[src/rtl/sync_fifo_diffw.sv]
// Single-clock FIFO whose write and read ports have different widths.
// Storage is a ring of G-bit units, G being the narrower port width.
module sync_fifo_diffw #(
  parameter int unsigned DIN_WIDTH   = 8,
  parameter int unsigned DOUT_WIDTH  = 8,
  parameter int unsigned WADDR_WIDTH = 4,
  parameter string       RAM_STYLE   = "distributed",
  parameter bit          FWFT_EN     = 1'b1,
  parameter bit          MSB_FIFO    = 1'b1
) (
  input  logic                  clk,
  input  logic                  rst,
  input  logic [DIN_WIDTH-1:0]  din,
  input  logic                  wr_en,
  output logic                  full,
  output logic                  almost_full,
  output logic [DOUT_WIDTH-1:0] dout,
  input  logic                  rd_en,
  output logic                  empty,
  output logic                  almost_empty
);

  localparam int unsigned G   = (DIN_WIDTH < DOUT_WIDTH) ? DIN_WIDTH : DOUT_WIDTH;
  localparam int unsigned RW  = DIN_WIDTH / G;
  localparam int unsigned RR  = DOUT_WIDTH / G;
  localparam int unsigned N   = RW * (2 ** WADDR_WIDTH);
  localparam int unsigned PW  = (N > 1) ? $clog2(N) : 1;
  localparam int unsigned PW1 = PW + 1;
  localparam int unsigned CW  = $clog2(N + 1);

  if (((DIN_WIDTH % G) != 0) || ((DOUT_WIDTH % G) != 0)) begin : g_bad_ratio
    $error("sync_fifo_diffw: wider port width must be a multiple of the narrower one");
  end
  if ((RAM_STYLE != "block") && (RAM_STYLE != "distributed")) begin : g_bad_style
    $error("sync_fifo_diffw: RAM_STYLE must be \"block\" or \"distributed\"");
  end

  // Ring-buffer index advance; off never exceeds N so one subtraction suffices.
  function automatic logic [PW-1:0] idx_add(input logic [PW-1:0] base,
                                            input logic [PW1-1:0] off);
    logic [PW1-1:0] sum;
    sum = {1'b0, base} + off;
    if (sum >= PW1'(N)) sum = sum - PW1'(N);
    return sum[PW-1:0];
  endfunction

  logic [PW-1:0]           wptr_q, wptr_d, rptr_q, rptr_d;
  logic [CW-1:0]           count_q, count_d;
  logic                    wr_acc, rd_acc;
  logic                    full_q, full_d, almost_full_q, almost_full_d;
  logic                    empty_q, empty_d, almost_empty_q, almost_empty_d;
  logic [DOUT_WIDTH-1:0]   dout_q, dout_d, head_cur, head_nxt;
  logic [RW-1:0][G-1:0]    din_units;
  logic [N-1:0][G-1:0]     mem_q, mem_nxt;

  // din split into units in the order they will be read out
  for (genvar j = 0; j < RW; j++) begin : g_din
    localparam int unsigned OFF = MSB_FIFO ? DIN_WIDTH - (j + 1) * G : j * G;
    assign din_units[j] = din[OFF +: G];
  end

  // Write pointer is always RW-aligned, so each cell has a fixed din unit.
  for (genvar e = 0; e < N; e++) begin : g_mem
    localparam int unsigned BASE = e - (e % RW);
    logic wr_hit;
    (* ram_style = RAM_STYLE *) logic [G-1:0] cell_q;
    assign wr_hit = wr_acc && (wptr_q == PW'(BASE));
    always_ff @(posedge clk) begin
      if (wr_hit) cell_q <= din_units[e % RW];
    end
    assign mem_q[e]   = cell_q;
    assign mem_nxt[e] = wr_hit ? din_units[e % RW] : cell_q;
  end

  // head_nxt sees this cycle's write so a fall-through word is ready right after the edge
  for (genvar k = 0; k < RR; k++) begin : g_rd
    localparam int unsigned OFF = MSB_FIFO ? DOUT_WIDTH - (k + 1) * G : k * G;
    assign head_cur[OFF +: G] = mem_q[idx_add(rptr_q, PW1'(k))];
    assign head_nxt[OFF +: G] = mem_nxt[idx_add(rptr_d, PW1'(k))];
  end

  always_comb begin
    wr_acc  = wr_en & ~full_q;
    rd_acc  = rd_en & ~empty_q;
    wptr_d  = wr_acc ? idx_add(wptr_q, PW1'(RW)) : wptr_q;
    rptr_d  = rd_acc ? idx_add(rptr_q, PW1'(RR)) : rptr_q;
    count_d = count_q + (wr_acc ? CW'(RW) : CW'(0)) - (rd_acc ? CW'(RR) : CW'(0));
  end

  always_comb begin
    full_d         = (CW'(N) - count_d) <  CW'(RW);
    almost_full_d  = (CW'(N) - count_d) <= CW'(RW);
    empty_d        = count_d <  CW'(RR);
    almost_empty_d = count_d <= CW'(RR);
    dout_d         = dout_q;
    if (FWFT_EN) begin
      if (!empty_d) dout_d = head_nxt;
    end else if (rd_acc) begin
      dout_d = head_cur;
    end
  end

  always_ff @(posedge clk or posedge rst) begin
    if (rst) begin
      wptr_q         <= '0;
      rptr_q         <= '0;
      count_q        <= '0;
      full_q         <= 1'b0;
      almost_full_q  <= 1'b0;
      empty_q        <= 1'b1;
      almost_empty_q <= 1'b1;
      dout_q         <= '0;
    end else begin
      wptr_q         <= wptr_d;
      rptr_q         <= rptr_d;
      count_q        <= count_d;
      full_q         <= full_d;
      almost_full_q  <= almost_full_d;
      empty_q        <= empty_d;
      almost_empty_q <= almost_empty_d;
      dout_q         <= dout_d;
    end
  end

  assign full         = full_q;
  assign almost_full  = almost_full_q;
  assign empty        = empty_q;
  assign almost_empty = almost_empty_q;
  assign dout         = dout_q;

endmodule

[config.mk]
export PLATFORM = sky130hd
export DESIGN_NAME = sync_fifo_diffw
export DESIGN_NICKNAME = d
export VERILOG_FILES = /design/src/rtl/sync_fifo_diffw.sv
export SDC_FILE = /design/constraint.sdc
export NUM_CORES = 1
export LEC_CHECK = 0
export CAP_MARGIN = 40
export CORE_MARGIN = 2
export CORE_UTILIZATION = 55
export DETAILED_ROUTE_END_ITERATION = 10
export PLACE_DENSITY = 0.81
export REMOVE_ABC_BUFFERS = 1
export SKIP_LAST_GASP = 1
export SLEW_MARGIN = 20
export SYNTH_ARGS = -nofsm -noshare
export SYNTH_HDL_FRONTEND = slang
export SYNTH_SLANG_ARGS = --single-unit
[constraint.sdc]
create_clock -name clk -period 3.17 [get_ports clk]
set_input_delay 0.317 -clock clk [delete_from_list [all_inputs] [get_ports clk]]
set_output_delay 0.317 -clock clk [all_outputs]
set_load 0.1 [all_outputs]
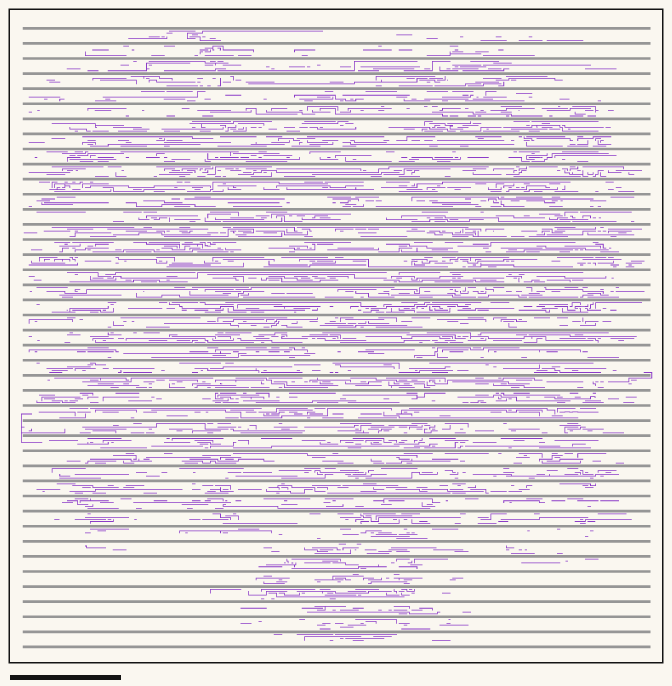
**Above:** run 1 (met1 routing).
The bar under the picture is 20 µm long. Supply wires on this layer in gray.
The layer carries 7890 µm of wire. The wires run mostly horizontal. 748 nets have wire on it. The longest straight run is 34.0 µm. The layer holds 39% of the routed length.

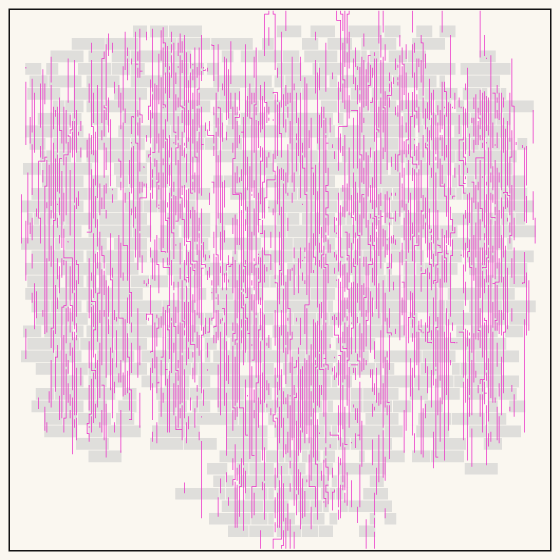
**Above:** run 1 (M2 wires).
The layer carries 9990 µm of wire. The layer holds 50% of the routed length.

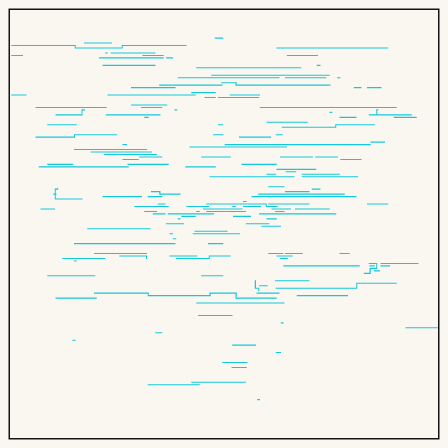
**Above:** run 1 (metal 3).
The layer carries 1560 µm of wire. The layer holds 7.7% of the routed length. 96 nets have wire on it.

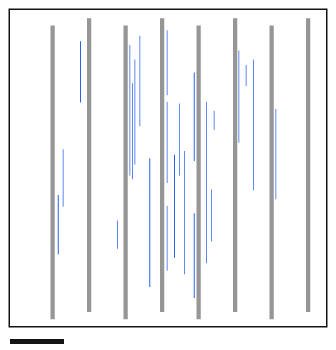
**Above:** run 1 (the metal 4 layer).
The bar under the picture is 20 µm long. Supply wires on this layer in gray.
The layer carries 739 µm of wire. The longest straight run is 59.8 µm. The layer holds 3.7% of the routed length. 20 nets have wire on it. The wires run mostly vertical.

-- run 1: synth_stat cells, types with 2 or more instances --
cell type,n
sky130_fd_sc_hd__a211oi_1,8
sky130_fd_sc_hd__nand3_1,11
sky130_fd_sc_hd__inv_2,2
sky130_fd_sc_hd__nor3b_1,2
sky130_fd_sc_hd__a21oi_1,29
sky130_fd_sc_hd__nor2_1,19
sky130_fd_sc_hd__mux2_2,114
sky130_fd_sc_hd__dfxtp_1,128
sky130_fd_sc_hd__o22ai_1,42
sky130_fd_sc_hd__o221ai_1,23
sky130_fd_sc_hd__xnor2_1,5
sky130_fd_sc_hd__o32ai_1,14
sky130_fd_sc_hd__nand3b_1,2
sky130_fd_sc_hd__o21ai_1,16
sky130_fd_sc_hd__nand2b_1,10
sky130_fd_sc_hd__buf_6,2
sky130_fd_sc_hd__xor2_1,3
sky130_fd_sc_hd__o211ai_1,3
sky130_fd_sc_hd__dfrtp_1,23
sky130_fd_sc_hd__nand2_2,5
sky130_fd_sc_hd__clkbuf_1,26
sky130_fd_sc_hd__a31oi_1,2
sky130_fd_sc_hd__o21ai_0,25
sky130_fd_sc_hd__dfstp_2,2
sky130_fd_sc_hd__ha_1,13
sky130_fd_sc_hd__and2_1,8
sky130_fd_sc_hd__inv_1,18
sky130_fd_sc_hd__nor2_2,2
sky130_fd_sc_hd__buf_4,2
sky130_fd_sc_hd__nor2b_1,2
sky130_fd_sc_hd__nor4_2,7
sky130_fd_sc_hd__buf_2,9
sky130_fd_sc_hd__nand2_1,91
sky130_fd_sc_hd__nor3_1,8
-- run 1: registers in the layout, indices dropped and copies added (netlist names) --
| register | count |
|---|---|
| almost_empty | 1 |
| almost_full | 1 |
| count_q | 5 |
| dout | 8 |
| empty | 1 |
| full | 1 |
| g_mem.cell_q | 128 |
| rptr_q | 4 |
| wptr_q | 4 |
==> flow_summary.rst, run 1 <==
Physical design figures
=======================

.. list-table::
   :header-rows: 1

   * - Metric
     - Value
   * - Status
     - finished with violations
   * - Violations in the final reports
     - negative setup slack
   * - Proportion of netlist area held by the largest area contributor
     - 36.1%
   * - Max-capacitance violation count
     - 0
   * - Portion of netlist area occupied by mux cells
     - 18.4%
   * - Final instance area
     - 0.00886 mm²
   * - First drt pass iteration count
     - 5
   * - Share of cell area taken by multi-input logic gates
     - 44.1%
   * - CP max stage cell
     - sky130_fd_sc_hd__fa_2
   * - Sequential Area
     - 0.00319 mm²
   * - Relative slew slack
     - 49.1%
   * - Skew-Pair Late Insertion Delay
     - 0.43 ns
   * - Routed length on met3
     - 1560 µm
   * - Destination of the critical timing path
     - dout[5]
   * - Clock buffer count from CTS
     - 17
   * - I/O pin cnt
     - 24
   * - Seq Cell Count
     - 153
   * - Buffering overhead
     - 9.18%
   * - Post-synthesis instance total
     - 700
   * - Global-route usage over all layers
     - 29.4%
   * - Setup clock skew after layout
     - 0.00855 ns
   * - Post-detailed-placement cell area
     - 0.00789 mm²
   * - Number of design rule violations left after detail routing
     - 0
   * - Cell type group with the largest total delay on the critical path
     - simple AND/OR/NAND/NOR gates
   * - Clk pin slew, worst setup/hold paths
     - 0.06 ns
   * - Total length of routed met2 wires
     - 9990 µm
   * - Critical path startpoint category
     - flop
   * - Vertical die size
     - 118 µm
   * - Number of clock buffers in the layout
     - 20
   * - Half-perimeter wire length after placement
     - 13500 µm
   * - Logic area
     - 0.00391 mm²
   * - # Cells Yosys
     - 700
   * - Post-synth ARST share
     - 16.3%
   * - Reg-to-reg startpoint
     - full
   * - Max Buffers Root-to-Sink
     - 2
   * - Comb gates
     - 487
   * - Final-report setup violation count
     - 3
   * - Pre-CTS setup slack
     - -0.627 ns
   * - Max incr delay on CP
     - 0.39 ns
   * - Syn-to-layout area delta
     - 24.9%
   * - Top layer used by detailed routing
     - met4
   * - Worst r2r dst
     - dout[5]
   * - Top logic cell family in the synthesized netlist
     - multiplexers
   * - Vias
     - 5920
   * - Worst setup slack after layout
     - -0.0163 ns
   * - Number of buffers inserted by post-CTS setup repair
     - 2
   * - Top cell class by occupied area
     - combinational gates
   * - Syn. warnings
     - 0
   * - WP buf/inv
     - 5
   * - Shortest clock period the worst path allows after layout
     - 3.19 ns
   * - Via-per-instance ratio
     - 6.23
   * - Standard cell core area
     - 0.0126 mm²
   * - Leading cell types in the layout, fill and taps excluded
     - sky130_fd_sc_hd__dfxtp_1 (128), sky130_fd_sc_hd__mux2_2 (114), sky130_fd_sc_hd__nand2_1 (89)
   * - Mapped cell area
     - 0.00709 mm²
   * - Upper clock frequency limit
     - 314 MHz
   * - Number of standard cells in the final layout excluding fillers
     - 951
   * - Congestion Overflow GR
     - 0
   * - Actual transition at the worst max-transition pin
     - 0.761 ns
   * - Clock buf/inv share
     - 7.30%
   * - R2R setup slack
     - -0.02 ns
   * - Number of tap cells inserted
     - 172
==> run 2, diff against run 1 <==
--- a/config.mk
+++ b/config.mk
@@ -6,6 +6,7 @@
 export NUM_CORES = 1
 export LEC_CHECK = 0
 export CAP_MARGIN = 40
+export CORE_ASPECT_RATIO = 0.6
 export CORE_MARGIN = 2
 export CORE_UTILIZATION = 55
 export DETAILED_ROUTE_END_ITERATION = 10
==> run 2 against run 1 <==
- the run now ends clean
- wire length up 5.2%
- first-iteration DRC count shrank 8.8%
- clock skew increased by 0.0039 ns
==> flow_summary.rst, run 2 <==
Physical design figures
=======================

.. list-table::
   :header-rows: 1

   * - Metric
     - Value
   * - Clk sinks
     - 153
   * - Vias
     - 6016
   * - Clk pin slew, worst setup/hold paths
     - 0.07 ns
   * - Reg-to-reg startpoint
     - full
   * - Final instance area
     - 0.00869 mm²
   * - Nets@finish
     - 787
   * - Register area share after synthesis
     - 45.0%
   * - CTS H-tree depth
     - 4
   * - Yosys cell types
     - 58
   * - Status
     - finished, final reports clean
   * - Fraction of final layout cells sized beyond drive strength 1
     - 34.5%
   * - Proportion of netlist area held by the largest area contributor
     - 36.1%
   * - Cell type group with the largest total delay on the critical path
     - simple AND/OR/NAND/NOR gates
   * - Tally of nets with antenna violations remaining after routing
     - 0
   * - Met1 track demand over resource
     - 41.9%
   * - Worst r2r dst
     - dout[7]
   * - YS chip area
     - 0.00709 mm²
   * - Count of buffers from port buffering
     - 23
   * - Actual transition at the worst max-transition pin
     - 0.807 ns
   * - Number of design rule violations left after detail routing
     - 0
   * - Max-slew violation total from the final report
     - 0
   * - Met3 Use GR
     - 9.15%
   * - Most numerous logic cell after layout
     - sky130_fd_sc_hd__dfxtp_1
   * - Post-synthesis instance total
     - 700
   * - # Cells Yosys
     - 700
   * - Tool warning count
     - 30
   * - Routed length on met3
     - 2310 µm
   * - Total of flip-flops plus latches after synthesis
     - 153
   * - Critical path startpoint category
     - flop
   * - Post-DR wirelength/cell
     - 22.5 µm
   * - Depth of the worst register-to-register path
     - 16
   * - Number of standard cells in the final layout excluding fillers
     - 944
   * - Max incr delay on CP
     - 0.38 ns
   * - Chip footprint
     - 0.0138 mm²
   * - Top layer used by detailed routing
     - met4
   * - Via-per-instance ratio
     - 6.37
   * - Setup clock skew after layout
     - 0.0125 ns
   * - Skew-Pair Late Insertion Delay
     - 0.43 ns
   * - Top cells by area
     - sky130_fd_sc_hd__dfxtp_1 (36%), sky130_fd_sc_hd__mux2_2 (18%), sky130_fd_sc_hd__dfrtp_1 (8.1%), sky130_fd_sc_hd__nand2_1 (4.8%), sky130_fd_sc_hd__o22ai_1 (3.7%)
   * - Number of standard-cell rows in the floorplan
     - 32
   * - I/O pin cnt
     - 24
   * - Most Crowded Layer GR
     - met2
   * - Width of the die
     - 151 µm
   * - Fp util
     - 55.7%
   * - Max-capacitance violation count
     - 0
   * - CP max stage cell
     - sky130_fd_sc_hd__dfrtp_1
   * - Clock buffer count from CTS
     - 17
   * - Mapped cell area
     - 0.00709 mm²
   * - First drt pass iteration count
     - 6
   * - Syn. warnings
     - 0
   * - Post-route clock period utilization
     - 96.9%
   * - Crit path required time
     - 3.50 ns
   * - R2R setup slack
     - 0.1 ns
   * - Vias in the first global route
     - 5892
   * - Vertical die size
     - 92.0 µm
   * - Worst setup path category
     - reg2reg
   * - Arr. time, crit path
     - 3.40 ns
   * - First-pass GRT wire length
     - 32100 µm
   * - Aggregate routed wire length
     - 21200 µm
   * - Mean Syn Cell Area
     - 10.1 µm²
   * - Root buffer selected by CTS
     - sky130_fd_sc_hd__clkbuf_16
   * - Most repeated cell in the gate-level netlist after synthesis
     - sky130_fd_sc_hd__dfxtp_1
   * - Global-route usage over all layers
     - 30.6%
   * - Critical path capture point type
     - flop
   * - Worst hold path class
     - in2async
   * - Clock tree from TritonCTS
     - yes
   * - Peak fanout along the critical path
     - 7
   * - Upper clock frequency limit
     - 326 MHz
   * - Post-synth tally of flip-flops with integrated enable
     - 0
   * - Number of diodes added for antenna fixing
     - 0
   * - Post-synth ARST share
     - 16.3%
   * - Max Buffers Root-to-Sink
     - 2
   * - Half-perimeter wire length after placement
     - 14900 µm
   * - Met2 GRT Util
     - 46.9%
   * - Largest net degree at the start of global routing
     - 29
   * - Shortest clock period the worst path allows after layout
     - 3.07 ns
   * - Syn-to-layout area delta
     - 22.6%
   * - Relative slew slack
     - 46.0%
   * - Post-detailed-placement cell area
     - 0.00785 mm²
   * - Congestion Overflow GR
     - 0
   * - WP buf/inv
     - 4
   * - Final-report setup violation count
     - 0
   * - Final Wtd Congestion
     - 0.964
   * - Cell count after placement
     - 908
   * - Standard cell core area
     - 0.0127 mm²
   * - Number of design-rule violations left by the first detailed-router iteration
     - 623
   * - List of most frequent post-synthesis cells
     - sky130_fd_sc_hd__dfxtp_1 (128), sky130_fd_sc_hd__mux2_2 (114), sky130_fd_sc_hd__nand2_1 (91), sky130_fd_sc_hd__o22ai_1 (42), sky130_fd_sc_hd__a21oi_1 (29)
   * - Largest register by flop count
     - g_mem.cell_q
   * - Number of antenna violations at the first check in global routing
     - 0
   * - Pre-CTS setup slack
     - -0.570 ns
   * - Worst setup slack after layout
     - 0.0988 ns
   * - CP cell instances
     - and2b_2 -> inv_4 -> ha_4 -> inv_1 -> ha_2 -> inv_1 -> fa_2 -> nor2b_1 -> o21ai_1 -> a21oi_1 -> o211ai_1 -> buf_4 -> nand2b_4 -> nand2b_4 -> a21oi_1 -> nor4_2
   * - Cell accounting for the most synthesized area
     - sky130_fd_sc_hd__dfxtp_1
   * - Total length of routed met2 wires
     - 9480 µm
   * - Count of endpoints failing hold in the final timing report
     - 0
   * - Leading cell types in the layout, fill and taps excluded
     - sky130_fd_sc_hd__dfxtp_1 (128), sky130_fd_sc_hd__mux2_2 (114), sky130_fd_sc_hd__nand2_1 (89)
   * - Total routed wire length on the met1 layer
     - 8940 µm
   * - Most used flip-flop cell
     - sky130_fd_sc_hd__dfxtp_1
   * - Max reg flops
     - 128
[run 2: final cells by class]
class	count	area, µm²	share of cell area [%]
clock inverters	14	111	1.28
well taps	170	213	2.45
clock buffers	18	439	5.05
repair buffers	81	769	8.85
inverters	21	81.3	0.936
multi-input cells	487	3890	44.7
flip-flops and latches	153	3190	36.7
[run 2: worst max-delay path by stage]
stage | endpoint | from | cells after the start | slack (ns)
after floorplan | dout[0] | full | 15 | -0.89
after global placement | dout[7] | wr_en | 17 | -0.37
after detailed placement | dout[5] | wr_en | 19 | -0.57
after CTS | dout[0] | full | 16 | 0.01
after global routing | dout[3] | full | 15 | -0.01
final | dout[7] | full | 16 | 0.1
[run 2: worst register-to-register path, delay by kind of cell, from the launching register on]
kind | cells | cell delay, ns
AND-OR/OR-AND | 4 | 0.57
adder cells (fa/ha/maj) | 3 | 0.76
AND/OR/NAND/NOR | 5 | 0.89
flip-flops | 1 | 0.38
buffers and inverters | 4 | 0.37
[run 2: through the flow]
step	TNS [ns]	util [%]	hold WS (ns)
finish	0	68.3	0.292
global route	-0.0369	68.3	0.366
CTS	0	67.0	0.306
detailed placement	-4.43	61.6	0.442
global placement	-2.72	60.3	0.433
floorplan	-7.05	-	0.343
[run 2: cells by family after synthesis]
group / after synthesis / synth area share (%)
buffers and inverters: 60 / 3.69
XOR/XNOR: 10 / 1.76
adder cells (fa/ha/maj): 14 / 2.58
AND/OR/NAND/NOR: 178 / 12.9
AND-OR/OR-AND: 169 / 15.7
flip-flops: 153 / 45.0
multiplexers: 116 / 18.4
[run 2: what timing repair did]
action,in CTS,in global routing
cloned,0,0
gates resized,22,27
setup buffers,2,2
endpoints found under the setup margin,7,8
hold buffers,0,0
pin swaps,4,13
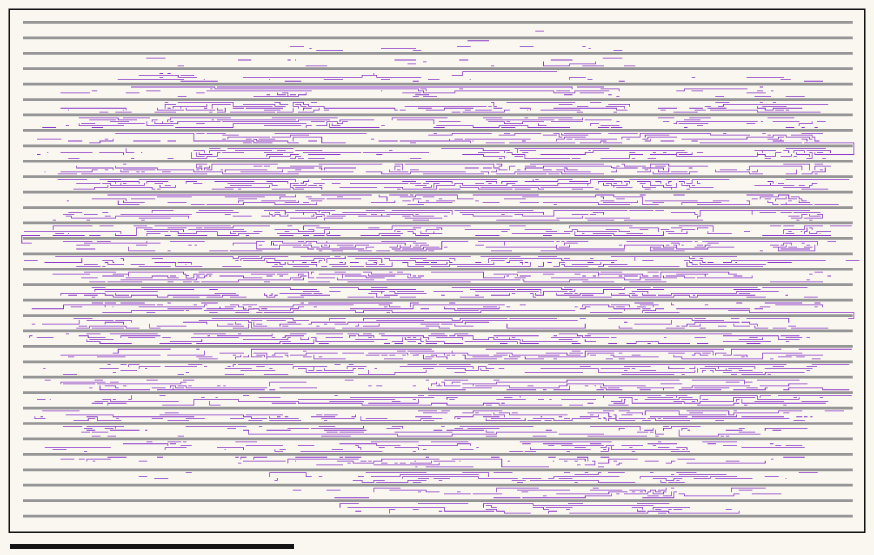
**Above:** run 2 (met1 routing).
The bar under the picture is 50 µm long. Supply wires on this layer in gray.
734 nets have wire on it. The longest straight run is 62.6 µm. The wires run mostly horizontal. The layer carries 8940 µm of wire.

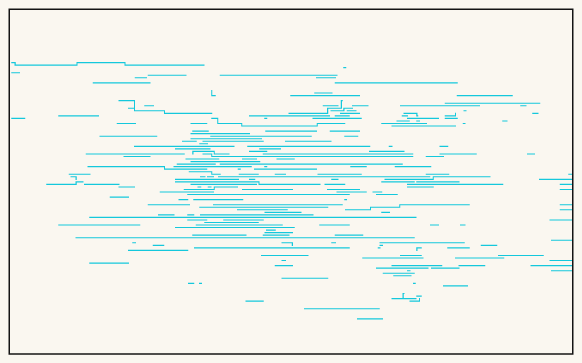
**Above:** run 2 (metal 3).
The longest straight run is 90.6 µm. The wires run mostly horizontal. The layer holds 11% of the routed length. The layer carries 2310 µm of wire.

